==> run_1/layers.png <==
Only two layers are drawn.
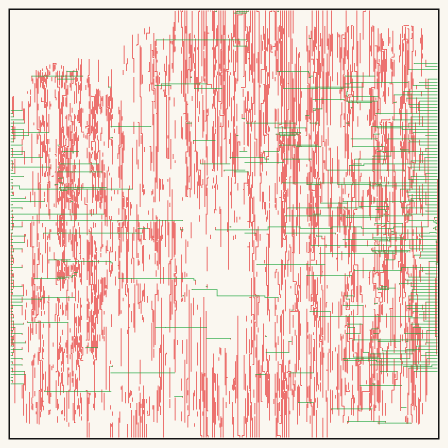
==> run_1/closeup.png <==
The bar under the picture is 10 um long. Window x 78 to 108, y 78 to 108 um. Cells in gray, sequential cells in the stronger gray; small squares are vias.
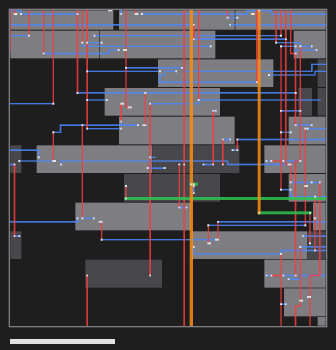
==> run_1/m1.png <==
Supply wires on this layer in gray.
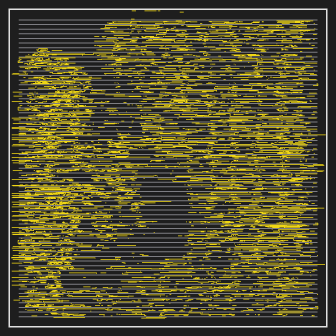
==> run_1/m4.png <==
Supply wires on this layer in gray.
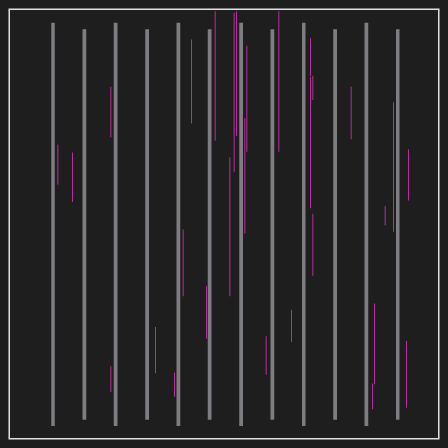
==> config.mk <==
export PLATFORM = sky130hd
export DESIGN_NAME = mv_ref_fetch
export DESIGN_NICKNAME = d
export VERILOG_FILES = /design/src/rtl/mv_ref_fetch.sv
export SDC_FILE = /design/constraint.sdc
export NUM_CORES = 1
export LEC_CHECK = 0
export CAP_MARGIN = 10
export CORE_MARGIN = 5
export CORE_UTILIZATION = 58
export DETAILED_ROUTE_END_ITERATION = 8
export MAX_ROUTING_LAYER = met4
export PLACE_DENSITY = 0.89
export RECOVER_POWER = 50
export SLEW_MARGIN = 10
export SYNTH_ARGS = -nofsm -noshare
export SYNTH_HDL_FRONTEND = slang
export SYNTH_SLANG_ARGS = --single-unit
==> constraint.sdc <==
create_clock -name CLK -period 6.5 [get_ports CLK]
set_input_delay 1.3 -clock CLK [delete_from_list [all_inputs] [get_ports CLK]]
set_output_delay 1.3 -clock CLK [all_outputs]
set_load 0.05 [all_outputs]
==> run summary <==
Implementation results

The flow ran to the end, but the final reports show violations. The count of different cell masters after synthesis is 58. After detailed routing, the number of remaining DRC violations is 0. Buffers inserted to repair hold after CTS numbered 0. After synthesis, the chip area reported by Yosys is 17800 sq um. Setup violations remaining at the end of the flow were counted as 0. The number of clock sinks came to 419.

On the critical path, the stage with the largest delay is an instance of sky130_fd_sc_hd__clkdlybuf4s50_1. In the post-synthesis netlist, the cell with the most instances is sky130_fd_sc_hd__edfxtp_1. In this run the clock root is driven by a sky130_fd_sc_hd__clkbuf_16. Input and output buffers added on the ports amount to 278. The run reported a max-capacitance violation count of 4.

The minimum setup slack among reg-to-reg paths is 2.48 ns. The global route stage reports its total congestion overflow as 0. The pin count of the biggest net entering global routing is 68. The main kind of combinational logic by area is multiplexers.

TritonCTS built the clock tree. The count of cells along the worst register-to-register path is 4. The pin closest to its max-slew limit shows a slew of 3.59 ns. The switching part of the total power is 40.4%. The mean number of vias per cell is 5.69. The worst setup path is captured at a primary output.

Cell internal power was estimated by the tool at 6.60 mW. Compared with the post-synthesis result, the final layout area differs by 25.5%. Looking at the group totals, the largest power group turns out to be combinational logic. The cell type with the largest total area after synthesis is sky130_fd_sc_hd__edfxtp_1.

The final core utilization is 73.3%. The H-tree generated during clock tree synthesis spans 2 levels. Setup repair after global routing left no endpoint under its margin. The die is 185 um tall. The half-perimeter wire length after detailed placement is 25200 um. Clock tree synthesis inserted a total of 42 buffers. The largest incremental delay on the critical path is 0.82 ns. The final-report max-slew violation count is 235. The synthesis log from Yosys contains 0 warnings.

met2 is the most crowded layer. The critical path maximum fanout is 25. The arrival time of the worst setup path is 4.05 ns.

Nets still carrying antenna violations after routing amount to 0. The sequential-cell power consumption is 3.94 mW. According to the I/O placement log, the pin count is 279. The cell area after layout is 22400 sq um. The switching power total is 4.48 mW. Summing internal, switching and leakage power gives 11.1 mW.

The number of standard cells in the final layout excluding fillers is 1808. In this run the tightest slew margin relative to its limit is -139%. The share of power burned in registers is 35.6%. In the synthesized netlist the dominant register cell turns out to be sky130_fd_sc_hd__edfxtp_1.

The maximum clock insertion buffer count is 3. The clock latency on the worst-skew pair is 0.55 ns. After synthesis, the mean cell area works out to 16.6 sq um. The number of nets in the synthesized netlist is 1282.

The portion of synthesized area spent on multiplexers is 11.8%. Detailed routing placed a total of 3460 um of wire on met3. For reference, the final report shows the hold violation count at 0.

The clock group total power is 2.27 mW. For reference, the critical path cell chain is ha_1, and3_1, nor4_2, nand3b_1, inv_1, nand2b_1, mux2i_1, clkdlybuf4s50_1. The met1 wire length is 15700 um. The areal power density over the cells is 495 nW/um^2.

Counting only logic cells after layout, the most numerous master is sky130_fd_sc_hd__edfxtp_1. After Yosys synthesis, and, or, nand and nor cells account for 5.90% of the synthesized area. The fraction of final layout cells sized beyond drive strength 1 is 12.6%. The wire length of the first global-routing pass is 61500 um. The number of placed instances, taps included, is 1718. The effective utilization at floorplan is 58.4%.

The cell-mix breakdown from Yosys lists the XOR/XNOR area share as 2.16%. The count of nets after finishing is 1577. The worst-case vdd ir drop is 0.381 mV. The combinational cell power is 4.88 mW. The post-CTS setup buffer count is 0.

The least setup slack across all paths after layout is 1.15 ns. In the detailed route, the total length drawn on met2 is 20000 um. The proportion of power drawn by the clock network is 20.5%. The met3 global-route usage is 5.48%. The OpenROAD report gives the critical path a required time of 5.20 ns. The most critical hold endpoint after final layout shows a slack of 0.470 ns.

The floorplan step defined a die boundary enclosing 34300 sq um. Summed over all failing endpoints, the final setup total negative slack is 0 ns. The met2 track demand over resource is 40.0%.

The final worst-path cycle share is 82.3%. STA classifies the critical path startpoint as a flop. The clock period could shrink to 5.35 ns. The first detailed-routing pass took 5 iterations.

The uppermost signal routing layer after detailed routing is met4. The final reports fail on max-capacitance violations, max-slew violations. The type of the worst setup path is flop to primary output. The async set-reset flop share out of synthesis is 15.0%. Yosys mapped a number of flops with a built-in enable equal to 356. The number of antenna violations at the first check in global routing is 10.

The post-CTS clock slew at the launch and capture registers of the worst setup and hold paths is 0.06 ns. In the post-synthesis netlist, the biggest area contributors are sky130_fd_sc_hd__edfxtp_1 (60%), sky130_fd_sc_hd__mux4_2 (11%), sky130_fd_sc_hd__dfrtp_1 (8.8%). The kind of path behind the tightest hold check is flop to flop. The total cell area at the placement stage is 21100 sq um. The flip-flop and latch count after synthesis is 419. According to the floorplan report, the die width is 185 um.

The post-synthesis sequential area ratio is 68.8%. The synthesized instance count is 1071. Of the total synthesized cell area, the portion taken by full adders, half adders and majority gates is 4.70%. By count the netlist is led by sky130_fd_sc_hd__edfxtp_1 (356), sky130_fd_sc_hd__mux4_2 (89), sky130_fd_sc_hd__inv_1 (88), sky130_fd_sc_hd__nand2_1 (74), sky130_fd_sc_hd__dfrtp_1 (63). The post-cts gate resize count is 0. Yosys stat counts 1071 cells in the synthesized netlist. In this run the biggest area consumer among cell types represents 60.0% of the synthesized area. RePlAce ended its routability-driven mode at a weighted congestion of 0.861. The total area inside the core boundary comes to 30500 sq um. Combinational cells account for 44.0% of the total power. The via count of the first global-routing pass came to 10.9k. The total standard cell area after synthesis is 17800 sq um. The row count is 64.
About layers.png:
[M3] green | wire length: 3460 um
[M2] red | wire length: 20.0 mm
global routing usage summed across all routing layers: 24.1%
final wirelength: 40100 um
vias post-DR: 10.3k
average wire per standard cell: 22.2 um

About closeup.png:
[M2] red
[M1] blue
[M3] green
[M4] orange
cells with their middle in the window: 17
sequential cells in the window: 13
most frequent: edfxtp_1 (13)

About m1.png:
longest straight run: 55.7 um
share of all routed wire: 39%
wire length on this layer: 15700 um
nets with wire on the layer: 1446
GR Util met1: 30.3%

About m4.png:
main direction: vertical
nets with wire on the layer: 18
share of all routed wire: 2.3%

==> run 1: worst max-delay path: cells and delay by family, from the launching register on <==
family,cells,cell delay [ns]
adders and majority gates,1,0.29
buffers and inverters,2,1.55
DFF,1,0.42
muxes,1,0.15
and+or+nand+nor,4,1.10
==> run 1: logic make-up after synthesis <==
family | after synthesis
xor+xnor | 44
mux | 98
flops | 419
compound gates | 108
simple gates | 213
buf+inv | 125
fa+ha+maj | 64
==> run 1: layout make-up <==
class                      instances  area [sq um]
multi-input combinational        527          5090
tap                              396           495
timing repair buffer             288          2850
fill                            1788          8130
inverter                          88           330
clock inverter                    25           198
clock buffer                      52          1100
antenna                           13          32.5
sequential                       419         12300
No activity file was given, so power comes from the tool's default toggle rates.
